## config.mk

```make
export PLATFORM = sky130hd
export DESIGN_NAME = serial_add_ctrl
export DESIGN_NICKNAME = d
export VERILOG_FILES = /design/src/rtl/serial_add_pkg.sv /design/src/rtl/serial_add_full_adder_bit.sv /design/src/rtl/serial_add_ctrl.sv
export SDC_FILE = /design/constraint.sdc
export NUM_CORES = 1
export LEC_CHECK = 0
export CAP_MARGIN = 20
export CELL_PAD_IN_SITES_DETAIL_PLACEMENT = 0
export CELL_PAD_IN_SITES_GLOBAL_PLACEMENT = 2
export CORE_MARGIN = 2
export CORE_UTILIZATION = 30
export DETAILED_ROUTE_END_ITERATION = 8
export GPL_TIMING_DRIVEN = 1
export HOLD_SLACK_MARGIN = 0.03
export MAX_ROUTING_LAYER = met4
export PLACE_DENSITY_LB_ADDON = 0.08
export SLEW_MARGIN = 15
export SYNTH_ARGS = -nofsm -noshare
export SYNTH_HDL_FRONTEND = slang
export SYNTH_SLANG_ARGS = --single-unit
```

## constraint.sdc

```tcl
create_clock -name clk -period 2.1 [get_ports clk]
set_clock_uncertainty 0.15 [all_clocks]
set_input_delay 0.42 -clock clk [delete_from_list [all_inputs] [get_ports clk]]
set_output_delay 0.42 -clock clk [all_outputs]
set_load 0.005 [all_outputs]
```

## src/rtl/serial_add_pkg.sv

```systemverilog
// Shared types and constants for the bit-serial adder.
package serial_add_pkg;

  localparam int SERIAL_ADD_WIDTH_DEF = 8;

  typedef enum logic [1:0] {
    IDLE = 2'd0,
    RUN  = 2'd1,
    DONE = 2'd2
  } state_e;

endpackage

```

## src/rtl/serial_add_full_adder_bit.sv

```systemverilog
// 1-bit full adder built from two half adders and an OR of their carries.

module halfadder (
  input  logic x_i,
  input  logic y_i,
  output logic s_o,
  output logic c_o
);
  assign s_o = x_i ^ y_i;
  assign c_o = x_i & y_i;
endmodule

module full_adder_bit (
  input  logic a_i,
  input  logic b_i,
  input  logic c_i,
  output logic s_o,
  output logic c_o
);
  logic s0, c0, c1;

  halfadder u_ha0 (.x_i(a_i), .y_i(b_i), .s_o(s0),  .c_o(c0));
  halfadder u_ha1 (.x_i(s0),  .y_i(c_i), .s_o(s_o), .c_o(c1));

  assign c_o = c0 | c1;
endmodule

```

## src/rtl/serial_add_ctrl.sv

```systemverilog
// Bit-serial adder controller: accepts a, b, cin in IDLE, adds LSB first one
// bit per clock through a single full adder in RUN, presents the result in
// DONE until the consumer takes it.
// Optional build macro SERIAL_ADD_OVF_EN adds a signed-overflow output ovf.
module serial_add_ctrl
  import serial_add_pkg::*;
#(
  parameter int WIDTH = SERIAL_ADD_WIDTH_DEF
) (
  input  logic             clk,
  input  logic             rst_n,
  input  logic             in_valid,
  output logic             in_ready,
  input  logic [WIDTH-1:0] a,
  input  logic [WIDTH-1:0] b,
  input  logic             cin,
  output logic             out_valid,
  input  logic             out_ready,
  output logic [WIDTH-1:0] sum,
`ifdef SERIAL_ADD_OVF_EN
  output logic             ovf,
`endif
  output logic             cout
);

  localparam int CW = $clog2(WIDTH + 1);
  localparam logic [CW-1:0] LAST = CW'(WIDTH - 1);

  state_e           state_q, state_d;
  logic [WIDTH-1:0] a_q, a_d, b_q, b_d;   // operand shift registers, LSB consumed
  logic [WIDTH-1:0] acc_q, acc_d;         // sum bits shifted in from the top
  logic             carry_q, carry_d;
  logic [CW-1:0]    cnt_q, cnt_d;
  logic [WIDTH-1:0] sum_q, sum_d;         // last completed result
  logic             cout_q, cout_d;
`ifdef SERIAL_ADD_OVF_EN
  logic             ovf_q, ovf_d;
`endif

  logic fa_s, fa_co;

  full_adder_bit u_fa (
    .a_i (a_q[0]),
    .b_i (b_q[0]),
    .c_i (carry_q),
    .s_o (fa_s),
    .c_o (fa_co)
  );

  assign in_ready  = (state_q == IDLE);
  assign out_valid = (state_q == DONE);
  assign sum       = sum_q;
  assign cout      = cout_q;
`ifdef SERIAL_ADD_OVF_EN
  assign ovf       = ovf_q;
`endif

  // Next-state: accept in IDLE, one bit per edge in RUN, hold in DONE.
  always_comb begin
    state_d = state_q;
    a_d     = a_q;
    b_d     = b_q;
    acc_d   = acc_q;
    carry_d = carry_q;
    cnt_d   = cnt_q;
    sum_d   = sum_q;
    cout_d  = cout_q;
`ifdef SERIAL_ADD_OVF_EN
    ovf_d   = ovf_q;
`endif
    case (state_q)
      IDLE: begin
        if (in_valid) begin
          state_d = RUN;
          a_d     = a;
          b_d     = b;
          carry_d = cin;
          cnt_d   = '0;
          acc_d   = '0;
        end
      end
      RUN: begin
        a_d     = a_q >> 1;
        b_d     = b_q >> 1;
        carry_d = fa_co;
        acc_d   = {fa_s, acc_q[WIDTH-1:1]};
        cnt_d   = cnt_q + CW'(1);
        if (cnt_q == LAST) begin
          // After WIDTH shifts bit 0 has reached position 0.
          state_d = DONE;
          sum_d   = {fa_s, acc_q[WIDTH-1:1]};
          cout_d  = fa_co;
`ifdef SERIAL_ADD_OVF_EN
          // carry_q is the carry into the MSB here, fa_co the carry out of it.
          ovf_d   = carry_q ^ fa_co;
`endif
        end
      end
      DONE: begin
        if (out_ready) state_d = IDLE;
      end
      default: state_d = IDLE;
    endcase
  end

  // State and datapath registers; reset aborts any operation in flight.
  always_ff @(posedge clk or negedge rst_n) begin
    if (!rst_n) begin
      state_q <= IDLE;
      a_q     <= '0;
      b_q     <= '0;
      acc_q   <= '0;
      carry_q <= 1'b0;
      cnt_q   <= '0;
      sum_q   <= '0;
      cout_q  <= 1'b0;
`ifdef SERIAL_ADD_OVF_EN
      ovf_q   <= 1'b0;
`endif
    end else begin
      state_q <= state_d;
      a_q     <= a_d;
      b_q     <= b_d;
      acc_q   <= acc_d;
      carry_q <= carry_d;
      cnt_q   <= cnt_d;
      sum_q   <= sum_d;
      cout_q  <= cout_d;
`ifdef SERIAL_ADD_OVF_EN
      ovf_q   <= ovf_d;
`endif
    end
  end

endmodule

```

### Signal wires by layer

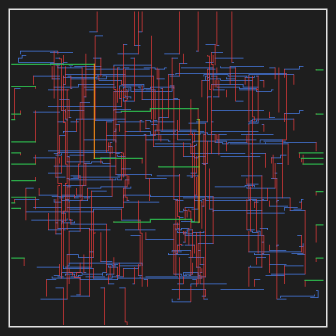
Key: metal 4 = orange [wire length 48.3 um]; metal 3 = green [wire length 152 um]; metal 2 = red [wire length 1700 um]; metal 1 = blue [wire length 1630 um]

### Metal 3

Bar = 20 um.
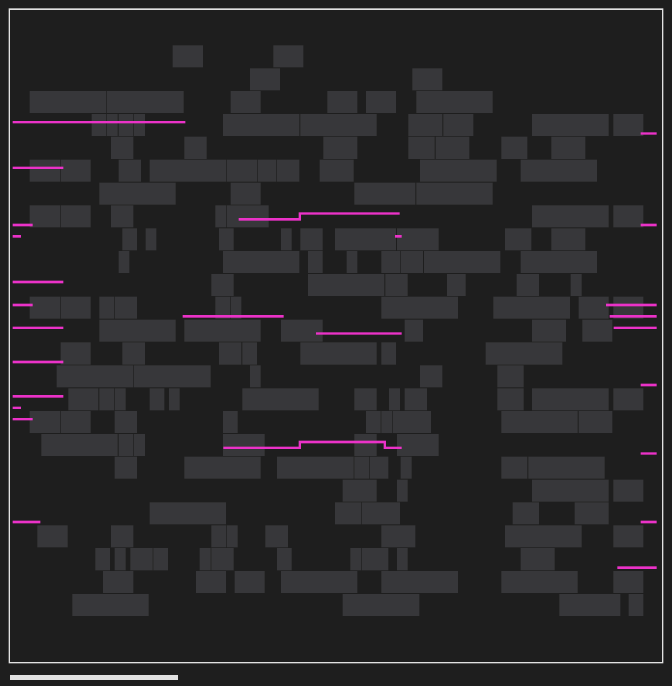
The wires run mostly horizontal. The layer holds 4.3% of the routed length.

### Met2 routing

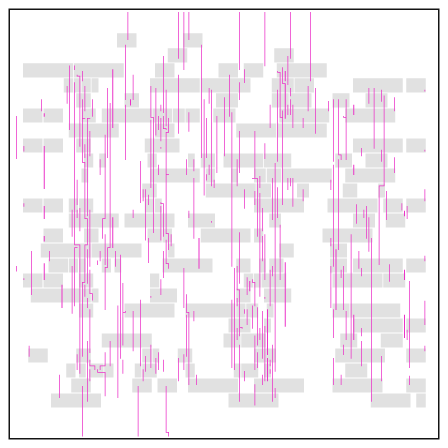
The layer carries 1700 um of wire. 164 nets have wire on it. The longest straight run is 37.7 um.

### Clock network drawn from the DEF

Bar = 20 um.
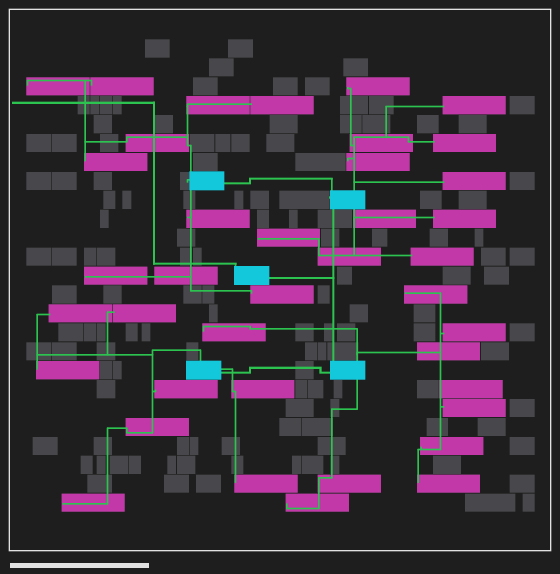
Key: clock drivers = cyan [count 5]; clock wires = green [length 554 um]; flip-flops = magenta [count 39]
There are 6 routed clock nets.

### Track usage over the die

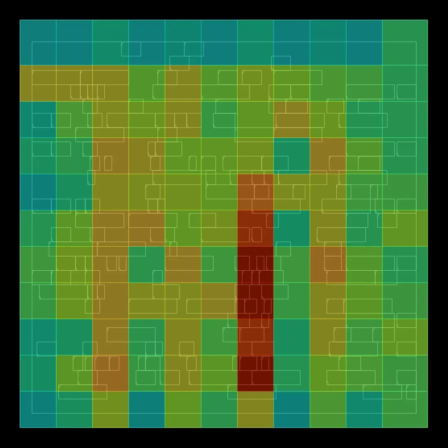
met3 Use GR: 3.84%
GR Util met1: 17.1%
global routing's busiest layer: met2

==> qor.yml <==
die_h_um: 77.6
first_pass_iters: 3
max_cap_violations: 0
n_antenna_cell: 0
aoi_share_pct: 19.6
crit_path_max_fanout: 3
end_kind: "output port"
synthesis.nets: 158
io_buffers: 31
slew_headroom_pct: 76.6
drt-wirelength-per-cell_um: 14.5
min_period_ps: 1980
mux_area_share_pct: 7.62
cts_buffer_depth: 2
fp.dieW_um: 77.6
area_growth_pct: 32.2
netlist_area_sq_mm: 0.00163
synthXorXnorAreaFrac_pct: 0
hold_class: "reg -> reg"
cts_tree: "yes"
drc: 0
ir_worst_vdd_mv: 0.315
wl_um: 3530
drtIter0Drc: 52
clock_sinks: 39
synthCells: 135
yosysUniqueCellTypes: 22
clock_latency_ps: 290
avgSynthCellArea_sq_um: 12.0
ys_seq_share_pct: 60.0
crit_type: "reg -> out"
stdcell_count: 243
grt-ovfl-total: 0
cts_buffers: 5
grt_max_degree: 40
cts_setup_buffers: 0
setup_tns_ps: 0
ys_area_sq_mm: 0.00163
slew_violations: 0
vias: 1170
logic_family: "AND-OR/OR-AND gates"
whs_ps: 339
top_cell_area_share_pct: 60.0
synthTopCellsByArea: "dfrtp_1 60%, mux2_2 7.6%, a22oi_1 6.9%, a22o_1 4.8%, o21ai_0 4.6%"
powerDensity_mw_per_mm2: 1210
num_rows: 26
cp.required_ps: 1530
cts.htree.levels: 2
yosys-stat-cells: 135
cts_root_buf: "clkbuf_8"
setup_viol: 0
pre_cts_slack_ps: 279
cp-start-kind: "flop"
ios: 32
fin_nets: 195
ys.flops: 39
multiInputGateArea_sq_um: 596
rsz0062_at_grt: "no"
fmax_ghz: 0.506
dp_cells: 234
n_fill_cell: 497
synthAdderAreaFrac_pct: 2.00
fin_crit_sh_pct: 94.1
status: "completed"
cellLeakagePower_nw: 0.923
total_power_mw: 2.61
grt_antenna_before_repair: 0
cp.arrival_ps: 1410
synthesis.yosys.warnings: 0
warnings: 26
setup_ws_ps: 123
drive_gt1_share_pct: 16.8
lay_top_count: "dfrtp_1"
grt_first_pass_wirelength_um: 6170
core_sq_mm: 0.00517
via_per_inst: 4.81
dpl.hpwl_um: 2370
grt_pass1_vias: 1246
chipArea_sq_mm: 0.00602
flop_area_sq_um: 976
lay_top_cells: "39 x dfrtp_1, 30 x clkdlybuf4s50_1, 16 x nand2_1"
drtAntennaViolNets: 0
hold_viol: 0
synth_area_leader_cell: "dfrtp_1"
synth-simple-area-share_pct: 7.01
tightestPinTransition_ps: 351
globalplace.congestion: 0.756
clkTransAtPathRegs_ps: 70
fp-utilization_pct: 31.4
grt.total_usage_pct: 13.6
-- per-layer routing --
layer  up-vias  global-route usage (%)  routed length, um
met3         5                    3.84                151
met1       573                    17.1               1630
met2        27                    20.9               1700
met5         -                       -                  0
met4         0                    5.36                 48
li1        565                       -                  -
-- registers in the layout, indices dropped and copies added, names as in the netlist --
register  cells
state_q       2
carry_q       1
b_q           8
a_q           8
sum           8
acc_q         7
cout          1
cnt_q         4
-- power by group --
part           internal [mW]  leakage (nW)  switching (mW)
logic                  0.525         0.372           0.383
registers               1.03         0.508           0.185
clock network          0.233        0.0422           0.259
-- worst paths after layout --
kind,startpoint,to,slack (ps),cells past startpoint
setup / recovery,state_q[1]$_DFFE_PN0P_,in_ready,120,2
hold / removal,b_q[1]$_DFFE_PN0P_,b_q[1]$_DFFE_PN0P_,340,2
setup reg to reg,state_q[1]$_DFFE_PN0P_,sum[6]$_DFFE_PN0P_,350,5
hold reg to reg,b_q[1]$_DFFE_PN0P_,b_q[1]$_DFFE_PN0P_,340,2
max in group asynchronous,rst_n,a_q[4]$_DFFE_PN0P_,1130,3
min in group asynchronous,rst_n,sum[0]$_DFFE_PN0P_,470,3
-- final cells by class --
class | count | area share (%)
timing repair buffer | 40 | 18.6
sequential | 39 | 45.4
clock buffer | 7 | 3.55
inverter | 2 | 0.349
clock inverter | 1 | 0.233
tap | 70 | 4.08
multi-input combinational | 84 | 27.7
-- kinds of logic after synthesis --
kind of cell / after synthesis
AND/OR/NAND/NOR: 25
adder cells (fa/ha/maj): 2
AND-OR/OR-AND: 46
buffers and inverters: 12
flip-flops: 39
multiplexers: 11
-- cells in the mapped netlist --
library cell	instances
dfrtp_1	39
nand2_1	16
a22oi_1	15
o21ai_0	15
mux2_2	11
a22o_1	9
buf_2	6
nor2_1	3
nor2b_1	3
a21oi_1	2
a32o_1	2
buf_4	2
clkbuf_1	2
inv_1	2
a211oi_1	1
a21o_1	1
fa_1	1
ha_1	1
nand3_1	1
nand4_1	1
nor3b_2	1
o21bai_1	1
-- what timing repair did --
item / in CTS / in global routing
endpoints found under the setup margin: 0 / 1
resized: 0 / 1
hold buffers: 1 / 0
endpoints found under the hold margin: 39 / 0
-- critical path, cell delays in order, from the launching register on --
cell and delay, ps:
dfrtp_1 410, nor2_2 190, clkdlybuf4s50_1 530
-- per-stage QoR --
stage	instance area [sq um]	utilization [%]
after floorplan	1630	-
after global placement	2050	39.7
after detailed placement	2050	39.7
after CTS	2150	41.5
after global routing	2150	41.5
final	2150	41.5
Power and IR drop assume default switching activity.
